--- config.mk ---
export PLATFORM = sky130hd
export DESIGN_NAME = pixel_scan_tx
export DESIGN_NICKNAME = d
export VERILOG_FILES = /design/src/rtl/pixel_scan_tx_pkg.sv /design/src/rtl/pixel_scan_tx_shifter.sv /design/src/rtl/pixel_scan_tx.sv
export SDC_FILE = /design/constraint.sdc
export NUM_CORES = 1
export LEC_CHECK = 0
export ABC_AREA = 0
export CORE_ASPECT_RATIO = 1.1
export CORE_MARGIN = 2
export CORE_UTILIZATION = 54
export CTS_BUF_LIST = sky130_fd_sc_hd__clkbuf_8
export DETAILED_ROUTE_END_ITERATION = 7
export PLACE_DENSITY_LB_ADDON = 0.08
export SYNTH_ARGS = -nofsm -noshare
export SYNTH_HDL_FRONTEND = slang
export SYNTH_SLANG_ARGS = --single-unit
--- constraint.sdc ---
create_clock -name clock -period 2.3 [get_ports clock]
set_input_delay 0.575 -clock clock [delete_from_list [all_inputs] [get_ports clock]]
set_output_delay 0.575 -clock clock [all_outputs]
set_load 0.05 [all_outputs]
--- src/rtl/pixel_scan_tx_pkg.sv ---
`default_nettype none
// ============================================================================
//  Module      : pixel_scan_tx_pkg
//  Description : Shared OLED display constants and the frame-scan FSM state
//                encoding used by pixel_scan_tx and its serializer.
//  Revision    : 1.0  initial release
// ============================================================================
package pixel_scan_tx_pkg;

    // Panel geometry (96x64 colour OLED)
    localparam int OLED_WIDTH  = 96;
    localparam int OLED_HEIGHT = 64;
    localparam int PIX_COUNT   = OLED_WIDTH * OLED_HEIGHT;

    // RGB565 pixel width and the pixel address width driven to the compositor
    localparam int PIX_W     = 16;
    localparam int INDEX_W   = 13;
    localparam int BIT_CNT_W = 4;

    typedef enum logic [2:0] {
        ST_IDLE  = 3'd0,
        ST_FETCH = 3'd1,
        ST_SHIFT = 3'd2,
        ST_NEXT  = 3'd3,
        ST_DONE  = 3'd4
    } scan_state_t;

endpackage
`default_nettype wire

--- src/rtl/pixel_scan_tx_shifter.sv ---
`default_nettype none
// ============================================================================
//  Module      : spi_pixel_shifter
//  Description : Serializes one RGB565 pixel MSB first. Each bit lasts
//                2*CLK_DIV clocks: sclk low for the first half, high for the
//                second. mosi only changes while sclk is low.
//  Ports       : clock, reset_n   - clock / async active-low reset
//                load, data       - capture a pixel and start shifting
//                busy             - a pixel is in flight
//                done             - last clock of the pixel (combinational)
//                sclk, mosi       - serial clock (idle low) and data
//  Revision    : 1.0  initial release
// ============================================================================
module spi_pixel_shifter #(
    parameter int CLK_DIV = 2
) (
    input  logic                                clock,
    input  logic                                reset_n,
    input  logic                                load,
    input  logic [pixel_scan_tx_pkg::PIX_W-1:0] data,
    output logic                                busy,
    output logic                                done,
    output logic                                sclk,
    output logic                                mosi
);
    import pixel_scan_tx_pkg::*;

    localparam int c_div_w = (CLK_DIV > 1) ? $clog2(CLK_DIV) : 1;
    localparam logic [c_div_w-1:0] c_div_last = c_div_w'(CLK_DIV - 1);

    logic [c_div_w-1:0]   r_div;
    logic [BIT_CNT_W-1:0] r_bit;
    logic [PIX_W-1:0]     r_shreg;
    logic                 r_busy;
    logic                 r_sclk;
    logic                 w_half_end;

    assign w_half_end = (r_div == c_div_last);

    always_ff @(posedge clock or negedge reset_n) begin
        if (!reset_n) begin
            r_div   <= '0;
            r_bit   <= '0;
            r_shreg <= '0;
            r_busy  <= 1'b0;
            r_sclk  <= 1'b0;
        end else if (load) begin
            r_div   <= '0;
            r_bit   <= '0;
            r_shreg <= data;
            r_busy  <= 1'b1;
            r_sclk  <= 1'b0;
        end else if (r_busy && w_half_end) begin
            r_div  <= '0;
            r_sclk <= ~r_sclk;
            // End of a high half closes the bit: advance or finish
            if (r_sclk) begin
                if (r_bit == BIT_CNT_W'(PIX_W - 1)) begin
                    r_busy <= 1'b0;
                end else begin
                    r_bit   <= r_bit + BIT_CNT_W'(1);
                    r_shreg <= {r_shreg[PIX_W-2:0], 1'b0};
                end
            end
        end else if (r_busy) begin
            r_div <= r_div + c_div_w'(1);
        end
    end

    // Lets the scan FSM leave SHIFT on the same edge sclk drops after bit 0
    assign done = r_busy && r_sclk && w_half_end && (r_bit == BIT_CNT_W'(PIX_W - 1));
    assign busy = r_busy;
    assign sclk = r_sclk;
    assign mosi = r_shreg[PIX_W-1];

endmodule
`default_nettype wire

--- src/rtl/pixel_scan_tx.sv ---
`default_nettype none
// ============================================================================
//  Module      : pixel_scan_tx
//  Description : Walks the frame buffer index 0..PIX_COUNT-1, waits PIPE_LAT
//                clocks for the compositor pixel, then streams it over SPI.
//  Ports       : clock, reset_n  - clock / async active-low reset
//                frame_start     - one-cycle frame request (ignored if busy)
//                data            - RGB565 pixel for index, PIPE_LAT later
//                index           - pixel address to the compositor
//                busy            - frame in progress
//                frame_done      - one-cycle pulse when the frame completes
//                sclk, mosi, cs_n- SPI to the panel
//  Revision    : 1.0  initial release
// ============================================================================
module pixel_scan_tx #(
    parameter int PIX_COUNT = pixel_scan_tx_pkg::PIX_COUNT,
    parameter int PIPE_LAT  = 2,   // minimum 1
    parameter int CLK_DIV   = 2    // minimum 1
) (
    input  logic                                  clock,
    input  logic                                  reset_n,
    input  logic                                  frame_start,
    input  logic [pixel_scan_tx_pkg::PIX_W-1:0]   data,
    output logic [pixel_scan_tx_pkg::INDEX_W-1:0] index,
    output logic                                  busy,
    output logic                                  frame_done,
    output logic                                  sclk,
    output logic                                  mosi,
    output logic                                  cs_n
);
    import pixel_scan_tx_pkg::*;

    localparam int c_lat_w = (PIPE_LAT > 1) ? $clog2(PIPE_LAT) : 1;
    localparam logic [c_lat_w-1:0] c_lat_last   = c_lat_w'(PIPE_LAT - 1);
    localparam logic [INDEX_W-1:0] c_index_last = INDEX_W'(PIX_COUNT - 1);

    scan_state_t        r_state, w_state_nxt;
    logic [INDEX_W-1:0] r_index, w_index_nxt;
    logic [c_lat_w-1:0] r_lat_cnt, w_lat_cnt_nxt;
    logic               r_busy, w_busy_nxt;
    logic               r_cs_n, w_cs_n_nxt;
    logic               r_frame_done, w_frame_done_nxt;
    logic               w_load;
    logic               w_shift_busy;
    logic               w_shift_done;

    always_ff @(posedge clock or negedge reset_n) begin
        if (!reset_n) begin
            r_state      <= ST_IDLE;
            r_index      <= '0;
            r_lat_cnt    <= '0;
            r_busy       <= 1'b0;
            r_cs_n       <= 1'b1;
            r_frame_done <= 1'b0;
        end else begin
            r_state      <= w_state_nxt;
            r_index      <= w_index_nxt;
            r_lat_cnt    <= w_lat_cnt_nxt;
            r_busy       <= w_busy_nxt;
            r_cs_n       <= w_cs_n_nxt;
            r_frame_done <= w_frame_done_nxt;
        end
    end

    always_comb begin
        w_state_nxt      = r_state;
        w_index_nxt      = r_index;
        w_lat_cnt_nxt    = r_lat_cnt;
        w_busy_nxt       = r_busy;
        w_cs_n_nxt       = r_cs_n;
        w_frame_done_nxt = 1'b0;
        w_load           = 1'b0;

        case (r_state)
            ST_IDLE: begin
                if (frame_start) begin
                    w_index_nxt   = '0;
                    w_lat_cnt_nxt = '0;
                    w_busy_nxt    = 1'b1;
                    w_cs_n_nxt    = 1'b0;
                    w_state_nxt   = ST_FETCH;
                end
            end
            ST_FETCH: begin
                // Compositor data is valid once PIPE_LAT clocks have elapsed
                if ((r_lat_cnt == c_lat_last) && !w_shift_busy) begin
                    w_load        = 1'b1;
                    w_lat_cnt_nxt = '0;
                    w_state_nxt   = ST_SHIFT;
                end else if (r_lat_cnt != c_lat_last) begin
                    w_lat_cnt_nxt = r_lat_cnt + c_lat_w'(1);
                end
            end
            ST_SHIFT: begin
                if (w_shift_done) begin
                    w_state_nxt = ST_NEXT;
                end
            end
            ST_NEXT: begin
                if (r_index == c_index_last) begin
                    // Frame end flags are registered on entry so they are
                    // visible for exactly the DONE cycle
                    w_index_nxt      = '0;
                    w_busy_nxt       = 1'b0;
                    w_cs_n_nxt       = 1'b1;
                    w_frame_done_nxt = 1'b1;
                    w_state_nxt      = ST_DONE;
                end else begin
                    w_index_nxt = r_index + INDEX_W'(1);
                    w_state_nxt = ST_FETCH;
                end
            end
            ST_DONE: begin
                // A frame_start seen here is dropped, not queued
                w_state_nxt = ST_IDLE;
            end
            default: begin
                w_state_nxt = ST_IDLE;
            end
        endcase
    end

    spi_pixel_shifter #(
        .CLK_DIV (CLK_DIV)
    ) u_shifter (
        .clock   (clock),
        .reset_n (reset_n),
        .load    (w_load),
        .data    (data),
        .busy    (w_shift_busy),
        .done    (w_shift_done),
        .sclk    (sclk),
        .mosi    (mosi)
    );

    assign index      = r_index;
    assign busy       = r_busy;
    assign cs_n       = r_cs_n;
    assign frame_done = r_frame_done;

endmodule
`default_nettype wire

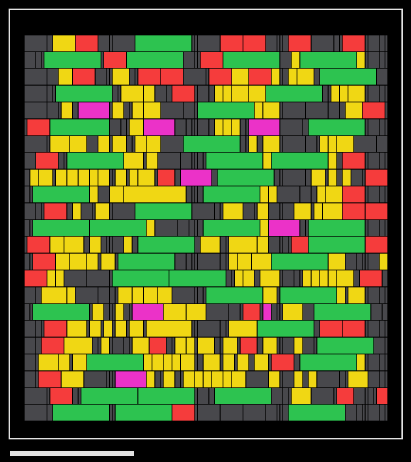
Fig. 1. Cells colored by class (run 1).
The bar under the picture is 20 um long. Fill, decap, tap and diode cells in gray.
legend:
  other buffers and delay cells:
    color: red
    cells: 42
    share_of_their_area: 16%
  flip-flops:
    color: green
    cells: 43
    share_of_their_area: 43%
  all other logic:
    color: yellow
    cells: 156
    share_of_their_area: 37%
  clock drivers and dummy loads:
    color: magenta
    cells: 8
    share_of_their_area: 4.0%

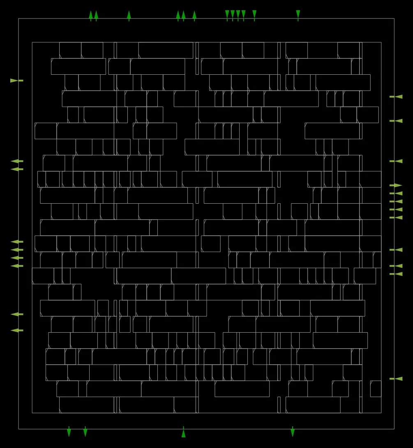
Fig. 2. Placed standard cells (run 1).
FP Rows: 23
flop share of the area: 41.88%
area of the core: 3684 um^2
final core utilization: 69.84%
Layout Cells excl Fill: 299

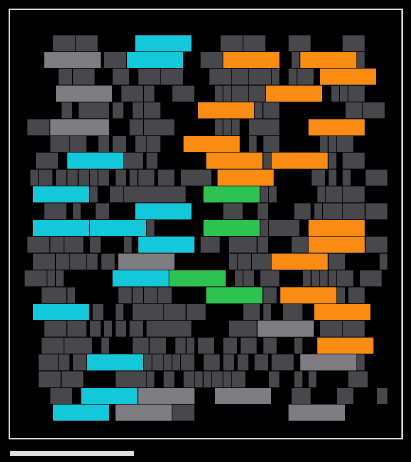
Fig. 3. Sequential cells grouped by signal name (run 1).
The bar under the picture is 20 um long. Other sequential cells in the stronger gray, the rest of the logic in the fainter gray.
legend:
  index:
    color: cyan
    placed_flops: 13
  u_shifter.r_shreg:
    color: orange
    placed_flops: 16
  u_shifter.r_bit:
    color: green
    placed_flops: 4
    where: middle
not colored: 10

==> ci_impl_report.md, run 1 <==
## Synthesis and layout report

| Metric | Value |
|---|---|
| Final min period | `2.226 ns` |
| # fillers | `320` |
| Most frequent cells in the layout | `43 x nand2_1, 42 x dfrtp_1, 35 x clkdlybuf4s50_1, 14 x a22oi_1, 13 x o21ai_0` |
| Synth logic family | `simple AND/OR/NAND/NOR gates` |
| Comb power frac | `42.0%` |
| Hold WC Path Type | `input port to async pin` |
| Initial antenna violation count | `0` |
| Synth Flop Type | `dfrtp_1` |
| Dominant logic cell type in the layout | `nand2_1` |
| CP max FO | `9` |
| H-tree Lvls | `2` |
| Type of origin of the critical path | `flop` |
| Switch Pwr | `0.001288 W` |
| Status | `completed` |
| Worst EP required | `1.73 ns` |
| Setup TNS | `0 ns` |
| Die X | `63.37 um` |
| Crit Path Class | `flop to output port` |
| Post-synthesis mux area share | `1.494%` |
| EDFF count, synth | `0` |
| Async set-reset flop share out of synthesis | `100.0%` |
| Routed Antenna Nets | `0` |
| Unrepaired setup endpoints after global routing | `no` |
| YS chip area | `2093 um^2` |
| Met3 WL post-DR | `203 um` |
| Max clock buf depth | `2` |
| Cells in synth_stat.txt | `211` |
| Final setup vio count | `0` |
| Vias in the first global route | `1740` |
| Initial DRC Count | `93` |
| Post-CTS Setup Inserts | `0` |
| Max cap viols | `0` |
| Pwr Total | `0.003076 W` |
| Least-Margin Pin Slew | `0.5718 ns` |
| Max-slew violations | `0` |
| GRT Overall Usage | `22.44%` |
| Hold buffer count at CTS | `0` |
| Dpl cell area | `2472 um^2` |
| Final std cell area, no fill | `2572 um^2` |
| Arrival time worst endpoint | `1.65 ns` |
| Cell taking the most area after synthesis | `dfrtp_1` |
| Sw Ratio | `41.88%` |
| M1 wire length | `1918 um` |
| Slew HR | `61.76%` |
| XOR/XNOR Area Share | `2.092%` |
| Delay-heaviest family, CP | `buffers and inverters` |
| Power share of the clock group | `17.0%` |
| Placed cell count | `291` |
| Simple-Gate Fraction of Synth Area | `20.74%` |
| Grt ovf | `0` |
| Pwr dens | `1196 nW/um^2` |
| Worst reg2reg path startpoint | `index[0]` |
| Worst reg2reg path depth | `5` |
| CP startpoint | `index[4]` |
| Worst setup margin | `0.07400 ns` |
| Buf/Inv on CP | `1` |
| Max Fclk | `0.4492 GHz` |
| Syn nets | `232` |
| Crit-path cells | `clkdlybuf4s50_1` |
| M3 GR Usage | `6.818%` |
| Adder Share, Synth | `1.195%` |
| Antenna diode count | `0` |
| WL final | `4452 um` |
| Hold slack | `0.3428 ns` |
| Gr busiest metal | `met2` |
| Sequential Power Share | `41.0%` |
| CTS tree | `done` |
| Root Buffer Master | `clkbuf_8` |
| Log Warnings | `26` |
| Avg Cell Area, Syn | `9.921 um^2` |
| Met2 Usage GRT | `37.08%` |
| Synth warn | `0` |
| Synth Seq Share | `51.46%` |
| Final Hold Fails | `0` |
| Post-synth top cells | `43 x nand2_1, 42 x dfrtp_1, 14 x a22oi_1` |
| Slowest-stage cell, CP | `clkdlybuf4s50_1` |
| Ys flops | `43` |
| Drt drc | `0` |
| Routed vias | `1711` |
| Levels on crit path | `1` |
| Biggest Area Class | `registers` |
| Final nets | `269` |
| Die area | `4391 um^2` |
| Combinational share of cell area | `35.80%` |
| Post_cts resized | `0` |
| Netlist cell types | `44` |
| Tapcells | `50` |
| Non-clock inverter count | `3` |
| Leakage | `1.154 nW` |
| Synth top area share | `50.21%` |
| Clock network area share | `3.891%` |
| Met1 Use GR | `28.11%` |
| Clk_skew | `0.002703 ns` |
| Bufs w/o clock | `42` |
| Most numerous cell in the Yosys netlist | `nand2_1` |
| First-pass iteration count of the detailed router | `4` |
| Synth-to-layout area growth | `22.89%` |
| Total CTS buffers | `5` |
| CTS sink count | `43` |
| Io pins | `37` |
run 1: power by group through the flow:
stage / Clock [W] / Sequential (W) / Combinational (W)
floorplan: 0 / 0.00149 / 0.000675
global placement: 0 / 0.00124 / 0.00126
detailed placement: 0 / 0.00127 / 0.00130
CTS: 0.000537 / 0.00126 / 0.00130
global route: 0.000571 / 0.00130 / 0.00143
finish: 0.000522 / 0.00126 / 0.00129
run 1: registers in the layout (all words and copies together) (netlist names):
signal,count
u_shifter.r_shreg,16
index,13
u_shifter.r_bit,4
r_state,3
busy,1
cs_n,1
frame_done,1
r_lat_cnt,1
u_shifter.busy,1
u_shifter.r_div,1
u_shifter.sclk,1
Fig. 4: run 1, selected gate families
The bar under the picture is 20 um long.
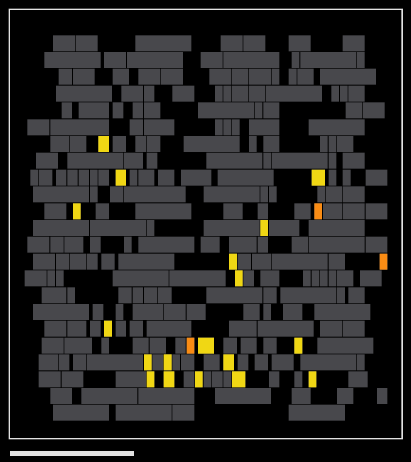

## Run 2: what changed since run 1
--- a/config.mk
+++ b/config.mk
@@ -9,5 +9,5 @@
 export CORE_ASPECT_RATIO = 1.1
 export CORE_MARGIN = 2
-export CORE_UTILIZATION = 54
+export CORE_UTILIZATION = 55
 export CTS_BUF_LIST = sky130_fd_sc_hd__clkbuf_8
 export DETAILED_ROUTE_END_ITERATION = 7
@@ -15,3 +15,4 @@
 export SYNTH_ARGS = -nofsm -noshare
 export SYNTH_HDL_FRONTEND = slang
+export SYNTH_HIERARCHICAL = 1
 export SYNTH_SLANG_ARGS = --single-unit
==> constraint.sdc (replaced) <==
create_clock -name clock -period 2.5 [get_ports clock]
set_input_delay 0.625 -clock clock [delete_from_list [all_inputs] [get_ports clock]]
set_output_delay 0.625 -clock clock [all_outputs]
set_load 0.005 [all_outputs]
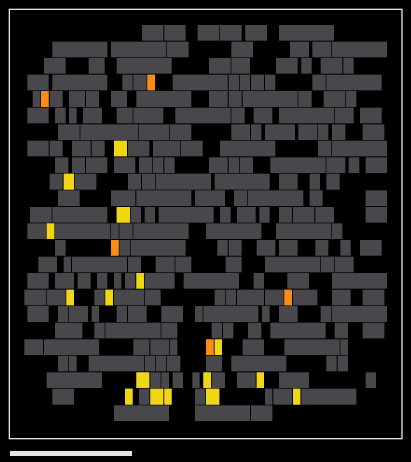
Fig. 5. Selected gate families (run 2).
The bar under the picture is 20 um long.
legend:
  NOR gates:
    color: yellow
    cells: 16
    most_used: nor2_1
  inverters:
    color: orange
    cells: 5
    most_used: inv_1

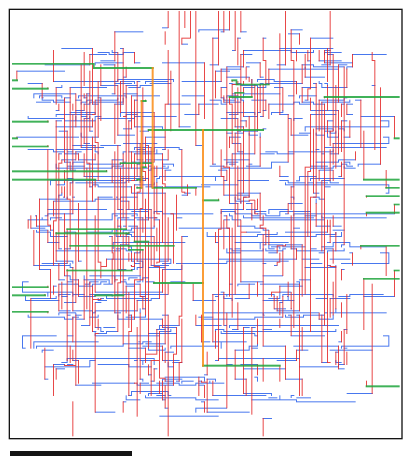
Fig. 6. Signal wires by layer (run 2).
The bar under the picture is 20 um long.
legend:
  met3:
    color: green
    wire_length: 267 um
  met2:
    color: red
    wire_length: 2430 um
  met4:
    color: orange
    wire_length: 72.8 um
  met1:
    color: blue
    wire_length: 2150 um

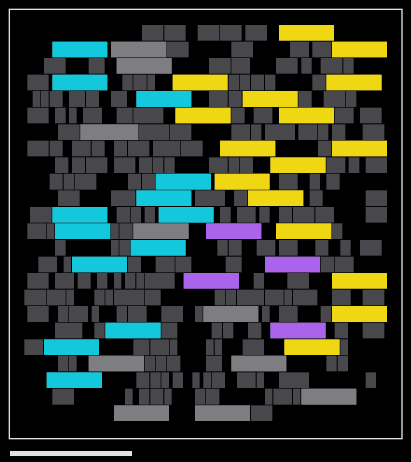
Fig. 7. Sequential cells grouped by signal name (run 2).
The bar under the picture is 20 um long. Other sequential cells in the stronger gray, the rest of the logic in the fainter gray.
legend:
  u_shifter/r_bit:
    color: purple
    placed_flops: 4
  index:
    color: cyan
    placed_flops: 13
  u_shifter/r_shreg:
    color: yellow
    placed_flops: 16
not colored: 10

==> run 2 against run 1 <==
  * Cell count rose by 1.7%
  * Non-clock buffer count fell by 2
  * Core utilization fell by 2.0 points
  * Synthesized area rose by 5.3%
  * Clock skew fell by 0.00075 ns
  * Critical path type unchanged
==> ci_impl_report.md, run 2 <==
## Synthesis and layout report

| Metric | Value |
|---|---|
| Post-DR vias/cell | `6.207` |
| Cells in synth_stat.txt | `222` |
| Flop share of the area | `40.71%` |
| Hold WC Path Type | `input port to async pin` |
| Crit Path Class | `flop to output port` |
| Post-synthesis mux area share | `0%` |
| Max clock buf depth | `2` |
| Unrepaired setup endpoints after global routing | `no` |
| Io pins | `37` |
| Pwr dens | `465.6 nW/um^2` |
| Pwr Total | `0.001232 W` |
| CTS tree | `done` |
| Post_cts resized | `0` |
| Antenna diode count | `0` |
| Simple-Gate Fraction of Synth Area | `16.12%` |
| Dpl ws | `0.3085 ns` |
| CP max FO | `10` |
| Logic area | `999.7 um^2` |
| Max Fclk | `0.4963 GHz` |
| Netlist cell types | `48` |
| FP Rows | `24` |
| Max-slew violations | `0` |
| Tapcells | `52` |
| Routed vias | `1887` |
| Yosys aoi share | `27.30%` |
| Final setup vio count | `0` |
| Log Warnings | `26` |
| Synth warn | `6` |
| YS chip area | `2205 um^2` |
| Hold slack | `0.3244 ns` |
| Bufs w/o clock | `40` |
| Non-clock inverter count | `5` |
| Final min period | `2.015 ns` |
| Drt drc | `0` |
| Arrival time worst endpoint | `1.39 ns` |
| Synth top area share | `47.67%` |
| Worst reg2reg path depth | `4` |
| Dpl cell area | `2546 um^2` |
| Levels on crit path | `1` |
| Combinational share of cell area | `37.78%` |
| Worst EP required | `1.88 ns` |
| Register-to-Register Setup Slack | `0.55 ns` |
| Die X | `64.37 um` |
| Total CTS buffers | `5` |
| Least-Margin Pin Slew | `0.5879 ns` |
| Leakage | `1.065 nW` |
| Ys flops | `43` |
| Synth logic family | `AND-OR/OR-AND gates` |
| Max cap viols | `0` |
| Final core utilization | `67.79%` |
| # fillers | `312` |
| Routed Antenna Nets | `0` |
| Clock network area share | `3.783%` |
| Layout cells sized above 1 | `8.333%` |
| Final std cell area, no fill | `2646 um^2` |
| Root Buffer Master | `clkbuf_8` |
| Async set-reset flop share out of synthesis | `100.0%` |
| CTS sink count | `43` |
| Status | `completed` |
| Post-synth top cells | `42 x dfrtp_1, 31 x o21ai_0, 20 x a31oi_1` |
| Synth-to-layout area growth | `20.03%` |
| Initial DRC Count | `131` |
| Dominant logic cell type in the layout | `dfrtp_1` |
| Slew HR | `60.80%` |
| Worst reg2reg path startpoint | `index[4]` |
| Clk_skew | `0.001953 ns` |
| Seq. cell area | `1077 um^2` |
| Most numerous cell in the Yosys netlist | `dfrtp_1` |
| XOR/XNOR Area Share | `0.7946%` |
| Crit-path cells | `clkdlybuf4s50_1` |
| Biggest Area Class | `registers` |
| Area of the core | `3904 um^2` |
| Vias in the first global route | `1770` |
| Number of flip-flops under the largest register name | `16` |
| Cell taking the most area after synthesis | `dfrtp_1` |
| Setup crit end kind | `output port` |
| EDFF count, synth | `0` |
| First-pass iteration count of the detailed router | `4` |
| Initial antenna violation count | `0` |
| Post-CTS Setup Inserts | `0` |
| Final nets | `272` |
| Most frequent cells in the layout | `42 x dfrtp_1, 35 x clkdlybuf4s50_1, 31 x o21ai_0, 20 x a31oi_1, 15 x a2bb2oi_1` |
| Cell count after synthesis | `222` |
| Adder Share, Synth | `1.135%` |
| Flops | `43` |
| Hold buffer count at CTS | `0` |
| Delay-heaviest family, CP | `buffers and inverters` |
| Grt ovf | `0` |
| Final Hold Fails | `0` |
| GRT Overall Usage | `22.93%` |
| Slowest-stage cell, CP | `clkdlybuf4s50_1` |
| Syn nets | `243` |
| Synth Flop Type | `dfrtp_1` |
| Die area | `4531 um^2` |
| Core Util at FP | `56.47%` |
| Biggest register | `u_shifter/r_shreg` |
| WL final | `4921 um` |
| H-tree Lvls | `2` |
| Setup TNS | `0 ns` |
| Avg Cell Area, Syn | `9.931 um^2` |
| Synth Seq Share | `48.86%` |
| Layout Cells excl Fill | `304` |
| Type of origin of the critical path | `flop` |
| Buf/Inv on CP | `1` |
| Worst setup margin | `0.4852 ns` |
| Placed cell count | `296` |
run 2: metal layers:
layer	up-vias	wire [um]	share of wire, %	track usage (%)
met2	55	2434	49	39.12
met3	8	267	5.4	5.958
li1	908	-	-	-
met5	-	0	0	0
met1	916	2146	44	28.14
met4	0	72	1.5	7.565
run 2: worst max-delay path by stage:
stage,start,to,slack [ns]
2_1_floorplan,index[0],index[11],0.69
3_3_place_gp,frame_start,index[11],0.36
3_5_place_dp,frame_start,index[11],0.31
4_1_cts,index[4],index[4],0.48
5_1_grt,index[4],index[4],0.44
6_report,index[4],index[4],0.49
run 2: power by group:
group / internal [W] / total (W) / switching (W)
combinational: 0.0000333 / 0.0000536 / 0.0000203
clock: 0.000248 / 0.000479 / 0.000231
sequential: 0.000698 / 0.000700 / 0.00000146
Fig. 8: run 2, placed standard cells
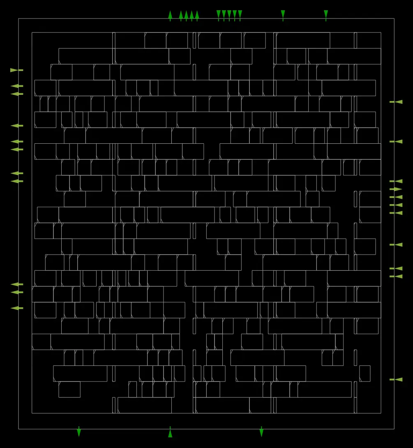

## Run 3: what changed since run 2
CORE_UTILIZATION = 49   (was 55)
clock period = 1.7 ns   (was 2.5 ns; I/O delays follow)
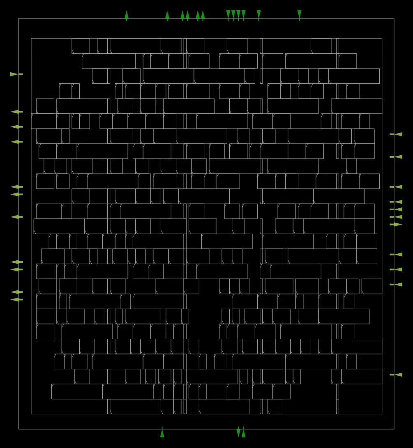
Fig. 9. Placed standard cells (run 3).
area of the core: 4317 um^2
FP Rows: 25
flop share of the area: 35.98%
final core utilization: 69.36%

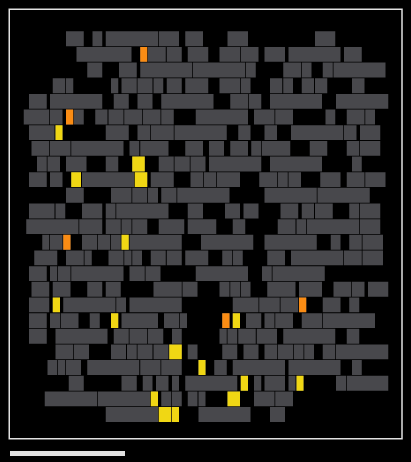
Fig. 10. Selected gate families (run 3).
The bar under the picture is 20 um long.
legend:
  inverters:
    color: orange
    cells: 5
    most_used: inv_1
  NOR gates:
    color: yellow
    cells: 16
    most_used: nor2_1

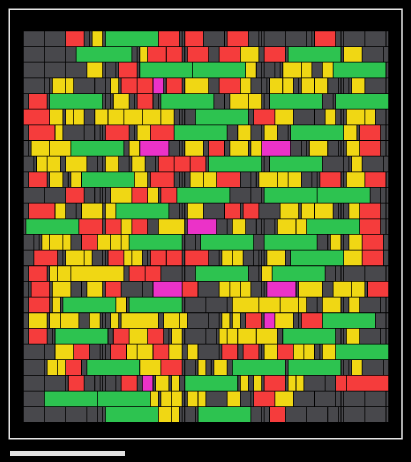
Fig. 11. Cells colored by class (run 3).
The bar under the picture is 20 um long. Fill, decap, tap and diode cells in gray.
legend:
  clock drivers and dummy loads:
    color: magenta
    cells: 8
    share_of_their_area: 2.9%
  all other logic:
    color: yellow
    cells: 161
    share_of_their_area: 36%
  other buffers and delay cells:
    color: red
    cells: 80
    share_of_their_area: 25%
  flip-flops:
    color: green
    cells: 43
    share_of_their_area: 37%

==> run 3 against run 2 <==
  * The run now ends with negative setup slack left
  * Non-clock buffer count up 40
  * Highest routed layer unchanged
  * Critical path type unchanged
  * Sequential power rose by 47%
  * First-iteration DRC count increased by 29%
  * Cell count grew 14%
  * Worst setup slack worse by 0.57 ns
  * Core utilization increased by 1.6 points
  * Global-route usage increased by 0.78 points
  * Largest power group unchanged
  * Sequential cell count is the same
  * Combinational power grew about 50%
  * Die size is 12% higher
  * Cell area rose by 13%
  * Power up 42%
==> ci_impl_report.md, run 3 <==
## Synthesis and layout report

| Metric | Value |
|---|---|
| Status | `complete, but fails checks` |
| Failing checks | `negative setup slack` |
| Crit Path Class | `flop to output port` |
| Final setup vio count | `3` |
| Max-slew violations | `0` |
| Hold slack | `0.09337 ns` |
| Final min period | `1.780 ns` |
| Pwr Total | `0.001750 W` |
| Top pwr grp | `sequential cells` |
| CP endpoint | `index[0]` |
| GRT Overall Usage | `23.71%` |
| Most numerous cell in the Yosys netlist | `dfrtp_1` |
| Int Pwr | `0.001359 W` |
| # fillers | `353` |
| Seq. cell area | `1077 um^2` |
| CTS sink count | `43` |
| Antenna diode count | `0` |
| Final std cell area, no fill | `2994 um^2` |
| Comb power frac | `4.6%` |
| Sw Ratio | `22.32%` |
| Setup crit end kind | `output port` |
| Max clock buf depth | `2` |
| Met1 Use GR | `31.15%` |
| Worst reg2reg path startpoint | `index[0]` |
| Total CTS buffers | `5` |
| Yosys aoi share | `27.30%` |
| Routed vias | `2077` |
| Crit-path cells | `buf_4 -> clkdlybuf4s50_1` |
| CP startpoint | `index[0]` |
| Register-to-Register Setup Slack | `-0.07 ns` |
| Placed cell count | `329` |
| Layout cells sized above 1 | `22.95%` |
| WL final | `5664 um` |
| Slew HR | `79.13%` |
| Arrival time worst endpoint | `1.35 ns` |
| Pwr dens | `584.4 nW/um^2` |
| Clock group total power | `0.000640 W` |
| M1 wire length | `2489 um` |
| Power of the combinational group | `0.0000804 W` |
| Cell count after synthesis | `222` |
| Avg Cell Area, Syn | `9.931 um^2` |
| Clk_skew | `0.003200 ns` |
| M3 GR Usage | `5.900%` |
| First-pass iteration count of the detailed router | `4` |
| CP max FO | `5` |
| Initial antenna violation count | `0` |
| Hold WC Path Type | `input port to async pin` |
| Power share of the clock group | `36.6%` |
| Worst EP required | `1.27 ns` |
| Final nets | `312` |
| Root Buffer Master | `clkbuf_8` |
| Adder Share, Synth | `1.135%` |
| Grt ovf | `0` |
| Unrepaired setup endpoints after global routing | `yes` |
| Post-synth top cells | `42 x dfrtp_1, 31 x o21ai_0, 20 x a31oi_1` |
| Seq pwr | `0.00103 W` |
| Slowest-stage cell, CP | `clkdlybuf4s50_1` |
| Dominant logic cell type in the layout | `dfrtp_1` |
| Post_cts resized | `15` |
| Io pins | `37` |
| Die area | `5052 um^2` |
| Simple-Gate Fraction of Synth Area | `16.12%` |
| Synth top area share | `47.67%` |
| CTS tree | `done` |
| Worst setup margin | `-0.07992 ns` |
[run 3: cell counts after synthesis]
No cell type changed its count.
[run 3: worst min-delay path by stage]
stage / start / end / slack (ns)
after CTS: reset_n / u_shifter/busy / 0.1
after global placement: reset_n / u_shifter/sclk / 0.42
final: reset_n / r_lat_cnt / 0.09
after floorplan: reset_n / busy / 0.13
after detailed placement: reset_n / u_shifter/r_shreg[1] / 0.42
after global routing: reset_n / u_shifter/r_shreg[15] / 0.1
[run 3: area by class of cell]
type,count,share of cell area (%)
Clock inverter,3,0.5015
Multi-Input combinational cell,156,34.31
Tap cell,54,2.257
Timing Repair Buffer,80,24.03
Clock buffer,5,2.298
Inverter,5,0.6268
Sequential cell,43,35.98
[run 3: critical path, delay by kind of cell (launching register included)]
family   cells  cell delay (ns)
flops        1             0.42
buf+inv      2             0.64
Power figures rest on the tool's default switching activity, not on a simulated workload.
